**Run 1: nets reached from selected ports**

The bar under the picture is 20 microns long.
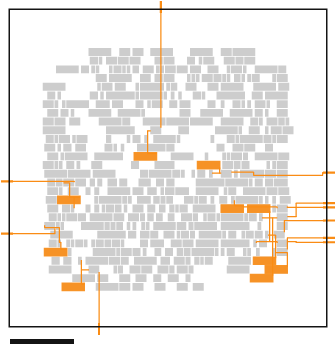
**Run 1: signal wires on met2**

Cells faint in the background.
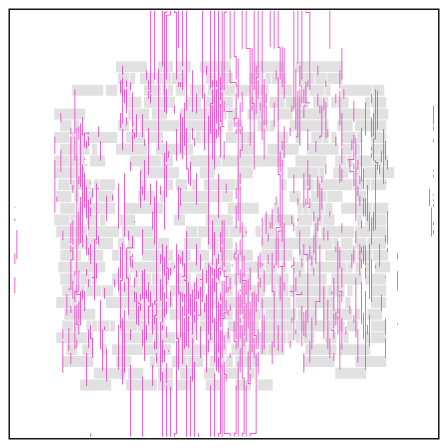
**Run 1: register map, names as in the netlist**

Other sequential cells in the stronger gray, the rest of the logic in the fainter gray.
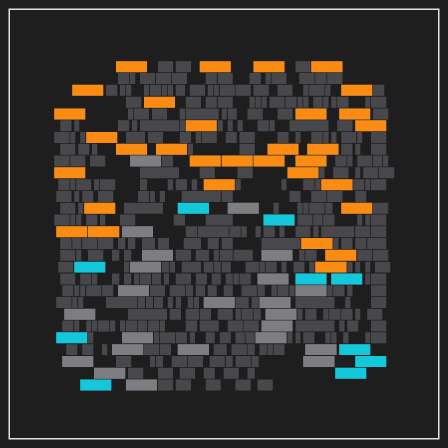
==> config.mk <==
export PLATFORM = sky130hd
export DESIGN_NAME = fetch_pc_unit_flat
export DESIGN_NICKNAME = d
export VERILOG_FILES = /design/src/rtl/fetch_pc_if.sv /design/src/rtl/fetch_pc_unit.sv /design/src/flat_wrapper.sv
export SDC_FILE = /design/constraint.sdc
export NUM_CORES = 1
export LEC_CHECK = 0
export CAP_MARGIN = 15
export CORE_MARGIN = 10
export CORE_UTILIZATION = 44
export CTS_BUF_LIST = sky130_fd_sc_hd__clkbuf_16
export DETAILED_ROUTE_END_ITERATION = 8
export GPL_ROUTABILITY_DRIVEN = 0
export PLACE_DENSITY = 0.88
export SYNTH_ARGS = -nofsm -noshare
export SYNTH_HDL_FRONTEND = slang
export SYNTH_SLANG_ARGS = --single-unit
==> constraint.sdc <==
create_clock -name clk -period 2.1 [get_ports clk]
set_input_delay 0.315 -clock clk [delete_from_list [all_inputs] [get_ports clk]]
set_output_delay 0.315 -clock clk [all_outputs]
set_load 0.05 [all_outputs]
==> CHANGELOG.md, run 1 <==
### Changed

* Vias in the first global route at 2680
* Final cell area excluding filler cells at 0.004123 sq mm
* Late-Pin Clk Latency at 0.32 ns
* Crit share post-route at 0.9492
* Relative max-transition margin at 0.6429
* Slowest stage cell on the critical path: clkdlybuf4s50_1
* FP Rows at 28
* LEAKAGE at 1.495 nW
* Gate family responsible for the most delay along the worst path: simple AND/OR/NAND/NOR gates
* Post-place instance area at 0.003885 sq mm
* TritonCTS clock tree: done
* Clock buffer depth at 2
* CP Max Fanout at 8
* Commonest register cell after synthesis: dfxtp_1
* Vertical die dimension at 98.79 microns
* Share of the yosys chip area belonging to registers at 0.4764
* Result of the run: complete, no violations
* Top cells by area: dfxtp_1 48%, nand2_1 15%, a21boi_0 15%
* Core ar. at 0.005991 sq mm
* Number of nets in the finished design at 476
* Cell count after synthesis at 322
* Number of flip-flops in the largest register at 32
* First-pass DRT Iterations at 4
* Crit. End Element: flop
* Library cell occupying the most area in the post-synthesis netlist: dfxtp_1
* DP Worst Slack at -0.2283 ns
* Cell resize tally after clock tree synthesis at 0
* Dominant cell area share at 0.4764
* Logic depth of the worst path, buffers included at 6
* Post-Synthesis Cell Area at 0.002731 sq mm
* Count of unique library cells instantiated by Yosys at 36
* Antenna Cells at 0
* Setup fix buffers added after clock tree synthesis at 0
* Unrepaired setup endpoints after global routing: false
* Fraction of synthesis flops using an asynchronous set or reset pin at 0
* Arrival @ worst endpoint at 2.20 ns
* Synth-to-Final Area Change at 50.94%
* Cells on Worst Hold Path at 2
* Vias/cell at 5.149
* Number of filler cells placed in the layout at 487
* Global Route Usage Sum at 0.1641
* Path type of the worst setup path: in2reg
* Min Hold Slack at 0.4394 ns
* Cells along the critical path: clkdlybuf4s50_1, nand4_1, nor4_4, nand3_4, and4b_1, o31a_1
* Post-synth net total at 369
* YS chip area at 0.002731 sq mm
* Initial core utilization at 0.4559
* Fraction of final layout cells with drive strength greater than 1 at 0.09070
* Largest net degree at the start of global routing at 41
* Required arrival time at the worst endpoint at 2.31 ns
* Antenna violations before repair at 0
* Post-Synthesis Mean Instance Area at 8.483 sq um
* First DRT Iteration DRCs at 158
* Final number of hold-violating endpoints at 0
* Post-layout min period at 1.993 ns
* Avg WL per Cell at 15.94 microns
* Final-report max-slew violation count at 0
* TritonCTS Buffers at 9
* Wire length of the first global-routing pass at 13240 microns
* Power density cells at 745.4 mW/mm^2
* Gr ovfl total at 0
* Maximum vdd drop at 0.4956 mV
* #FFs+latches synth at 65
* Upper clock frequency limit at 501.7 MHz
* Setup TNS at 0 ns
* Met3 Usage GRT at 0.05447
* R2r setup slk at 0.39 ns
* Log Warnings at 26
* Final tally of setup violations at 0
* Yosys Warn Count at 0
* Hold Crit Class: in2reg
* Floorplan die width at 98.79 microns
* Clk root buf: clkbuf_16
* Ys cells at 322
* Most crowded layer after global routing: met2
* Top cells by count, synth: 112 x nand2_1, 65 x dfxtp_1, 53 x a21boi_0, 13 x clkbuf_1, 9 x o21ai_0
* Crit path buffers/inverters at 1
* Maximum cell stage delay along the critical path at 0.50 ns
* Final HPWL DP at 5975 microns
* Worst-Margin Slew at 0.5340 ns
* Remaining antenna violation count after routing at 0
* CTS HTree Levels at 3
* Kind of launch point of the worst setup path: input pin
* Clock-pin slew on the worst setup and hold paths at 0.05 ns
* Placed insts at 493
* Grt met1 use at 0.1894
* Number of max-cap violations at 0
* Most frequently used cell type in the post-synthesis netlist: nand2_1
* Number of enable flip-flop cells at 0
* Drt drc at 0
* Setup clock skew after layout at 0.006959 ns
* Hold bufs inserted after CTS at 0
* Worst-case setup margin in the final layout at 0.1067 ns
* Number of cells on the worst reg-to-reg path at 5
* Tally of non-filler cells in the final layout at 505
* Clock Sink Count at 65
* Die area at 0.009759 sq mm
* Post-layout power at 3.073 mW
## Picture notes: 'nets reached from selected ports'
| port | color | direction | end cells | wire |
|---|---|---|---|---|
| bus_PC | orange | output | 10 | 316 microns |
I/O pin count: 101
input/output buffers: 100

## Picture notes: 'signal wires on met2'
share of all routed wire: 48%
longest straight run: 38.4 microns
nets with wire on the layer: 399
wire length on this layer: 3870 microns
met2 demand-to-capacity share in global routing: 0.2640
final routed wirelength across all metal layers: 8049 microns
vias: 2600

## Picture notes: 'register map, names as in the netlist'
| name in the netlist | color | sequential cells |
|---|---|---|
| u_core.bus.instr | orange | 32 |
| u_core.bus.PC | cyan | 10 |
area occupied by registers: 0.001301 sq mm
power consumed by sequential cells: 1.33 mW
utilization after layout: 0.6882
sequential share of cell area: 0.3156

-- run 1: area by class of cell --
class | instances | area (sq um) | share of cell area
Sequential cell | 65 | 1301 | 0.3156
Tap cell | 75 | 93.84 | 0.02276
Timing Repair Buffer | 115 | 1131 | 0.2744
Inverter | 3 | 11.26 | 0.002731
Multi-Input combinational cell | 235 | 1348 | 0.3269
Clock inverter | 3 | 12.51 | 0.003035
Clock buffer | 9 | 225.2 | 0.05463
-- run 1: report_power, final --
part,total (mW),internal [mW],switching [mW]
clock network,1.23,0.758,0.470
logic,0.517,0.216,0.302
registers,1.33,1.29,0.0409
total,3.07,2.26,0.812
-- run 1: worst register-to-register path: cells and delay by family, from the launching register on --
| kind | cells | cell delay, ns |
|---|---|---|
| compound gates | 1 | 0.27 |
| simple gates | 4 | 0.93 |
| flops | 1 | 0.41 |
-- run 1: layer usage --
layer  up-vias  part of all wire  wire length [microns]
li1       1307                 -                      -
met1      1199              0.42                   3404
met2        82              0.48                   3869
met3        12             0.077                    616
met4         0             0.020                    159
met5         -                 0                      0
-- run 1: logic make-up (layout without fill, tap and decap cells) --
logic type,count (synthesis),count (layout),share of synthesized area
buffers and inverters,22,130,0.03298
DFF,65,65,0.4764
AOI/OAI and AO/OA,80,80,0.2098
muxes,2,2,0.007330
and+or+nand+nor,149,149,0.2593
xor gates and xnor gates,3,3,0.009622
adders and majority gates,1,1,0.004580
-- run 1: cells in the final DEF, fill, tap and decap left out, types with 3 or more instances in the layout --
master,Yosys,layout
xnor2_1,3,3
a21oi_1,6,6
nand3_1,3,3
a21boi_0,53,53
o21ai_0,9,9
dfxtp_1,65,65
a211oi_1,3,3
buf_4,0,14
clkdlybuf4s50_1,0,98
nor3_1,3,3
and3_1,5,5
clkinv_1,1,3
nand2_1,112,111
nor2_1,4,4
nand4_1,7,7
clkbuf_16,0,9
==> run 2, diff against run 1 <==
Settings changed: CORE_MARGIN 10 to 3.
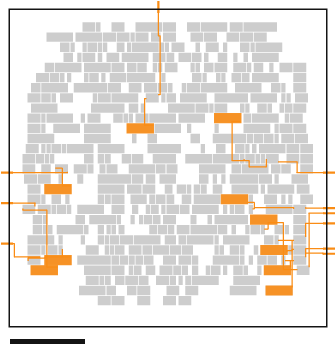
**Above:** run 2 (nets reached from selected ports).
The bar under the picture is 20 microns long.
| port | color | direction | end cells | wire |
|---|---|---|---|---|
| bus_PC | orange | output | 10 | 261 microns |

==> run 2 against run 1 <==
Setup slack about the same. Clock power about the same. Clock-buffer cell count unchanged. Sequential share of layout area decreased by 0.067 points. Largest power group unchanged. Wire length decreased by 5.8%. First-iteration DRC count decreased by 41%. Global-route usage increased by 5.5 points. Total power increased by 1.1%. Fmax about the same. Area after synthesis unchanged. Critical path type is now reg2out. Via count increased by 1.6%.
==> CHANGELOG.md, run 2 <==
### Changed

* Antenna Cells at 0
* Wire length of the first global-routing pass at 12480 microns
* FP Rows at 28
* Area occupied by registers at 0.001301 sq mm
* Number of enable flip-flop cells at 0
* CP Max Fanout at 7
* Number of nets in the finished design at 475
* Combinational share of power at 0.166
* TritonCTS clock tree: done
* Count of unique library cells instantiated by Yosys at 36
* Hold Crit Class: in2reg
* Die area at 0.007189 sq mm
* Relative max-transition margin at 0.6442
* DP Worst Slack at -0.1702 ns
* Cells on Worst Hold Path at 3
* Final number of hold-violating endpoints at 0
* Synth-to-Final Area Change at 51.26%
* Top cells by count, synth: 112 x nand2_1, 65 x dfxtp_1, 53 x a21boi_0, 13 x clkbuf_1, 9 x o21ai_0
* Yosys Warn Count at 0
* Slowest stage cell on the critical path: clkdlybuf4s50_1
* Final HPWL DP at 5601 microns
* Gate family responsible for the most delay along the worst path: buffers and inverters
* Hold bufs inserted after CTS at 0
* Vias in the first global route at 2595
* Late-Pin Clk Latency at 0.32 ns
* Final tally of setup violations at 0
* TritonCTS Buffers at 9
* Global Route Usage Sum at 0.2194
* Number of max-cap violations at 0
* Crit. End Element: output port
* Switching power as a share of total power at 0.2687
* Path type of the worst setup path: reg2out
* Worst-case setup margin in the final layout at 0.1062 ns
* Clock buffer depth at 2
* Maximum cell stage delay along the critical path at 0.87 ns
* Drt drc at 0
* Number of filler cells placed in the layout at 494
* #FFs+latches synth at 65
* Number of flip-flops in the largest register at 32
* YS chip area at 0.002731 sq mm
* Post-layout min period at 1.994 ns
* I/O pin count at 101
* Clock Sink Count at 65
* Setup TNS at 0 ns
* Post-Synthesis Mean Instance Area at 8.483 sq um
* CTS HTree Levels at 3
* Unrepaired setup endpoints after global routing: false
* Vias at 2641
* Clock share of power at 0.407
* Gr ovfl total at 0
* Largest net degree at the start of global routing at 31
* Top cells by area: dfxtp_1 48%, nand2_1 15%, a21boi_0 15%
* Worst-Margin Slew at 0.5320 ns
* Fraction of synthesis flops using an asynchronous set or reset pin at 0
* Required arrival time at the worst endpoint at 1.78 ns
* Maximum vdd drop at 0.5041 mV
* Power density cells at 752.3 mW/mm^2
* Core ar. at 0.005956 sq mm
* First-pass DRT Iterations at 4
* Cell count after synthesis at 322
* LEAKAGE at 1.501 nW
* Initial core utilization at 0.4586
* First DRT Iteration DRCs at 94
* Arrival @ worst endpoint at 1.68 ns
* Logic cell area at 0.001348 sq mm
* Result of the run: complete, no violations
* Most frequently used cell type in the post-synthesis netlist: nand2_1
* Dominant cell area share at 0.4764
* Commonest register cell after synthesis: dfxtp_1
* Post-Synthesis Cell Area at 0.002731 sq mm
* Log Warnings at 26
* Remaining antenna violation count after routing at 0
* Sequential share of power at 0.427
* Fraction of final layout cells with drive strength greater than 1 at 0.09007
* Upper clock frequency limit at 501.6 MHz
* Share of the yosys chip area belonging to registers at 0.4764
* Number of cells on the worst reg-to-reg path at 5
* Cells along the critical path: clkdlybuf4s50_1
* Vertical die dimension at 84.79 microns
* Cell resize tally after clock tree synthesis at 0
* Logic depth of the worst path, buffers included at 1
* Ys cells at 322
## run 2: cell types whose count changed in the layout (fill, tap and decap cells not counted)
cell	previous run	this run
buf_4	14	13
clkinv_1	3	5
clkinv_2	1	2
inv_1	2	3
## run 2: logic make-up after synthesis
logic type               Yosys count  share of synthesized area
AND-OR/OR-AND                     80                     0.2098
multiplexers                       2                   0.007330
XOR/XNOR                           3                   0.009622
buffers and inverters             22                    0.03298
AND/OR/NAND/NOR                  149                     0.2593
adder cells (fa/ha/maj)            1                   0.004580
flip-flops                        65                     0.4764
## run 2: power groups by stage
stage | clock [mW] | sequential [mW] | combinational [mW]
after global placement | 0 | 1.35 | 0.507
after detailed placement | 0 | 1.35 | 0.516
after CTS | 1.30 | 1.33 | 0.519
after global routing | 1.36 | 1.33 | 0.548
after floorplan | 0 | 1.49 | 0.134
final | 1.26 | 1.33 | 0.515
## run 2: metal layers
metal | wire, microns | GRT usage
met1 | 3203 | 0.2751
met2 | 3686 | 0.3502
met3 | 457 | 0.05103
met4 | 234 | 0.1151
met5 | 0 | 0
## run 2: cell type report
class | count | area share
Multi-Input combinational cell | 235 | 0.3262
Sequential cell | 65 | 0.3150
Timing Repair Buffer | 114 | 0.2720
Clock buffer | 9 | 0.05451
Tap cell | 75 | 0.02271
Clock inverter | 7 | 0.006965
Inverter | 3 | 0.002726
## run 2: metrics by stage
step | instances | hold slack (ns) | instance area (sq um) | util | total power, mW
floorplan | 322 | 0.4412 | 2731 | - | 1.628
global placement | 492 | 0.4468 | 3877 | 0.6511 | 1.857
detailed placement | 492 | 0.4564 | 3877 | 0.6511 | 1.868
CTS | 508 | 0.3639 | 4131 | 0.6937 | 3.142
global route | 508 | 0.3851 | 4131 | 0.6937 | 3.242
finish | 508 | 0.3853 | 4131 | 0.6937 | 3.108
Power and IR drop assume default switching activity.
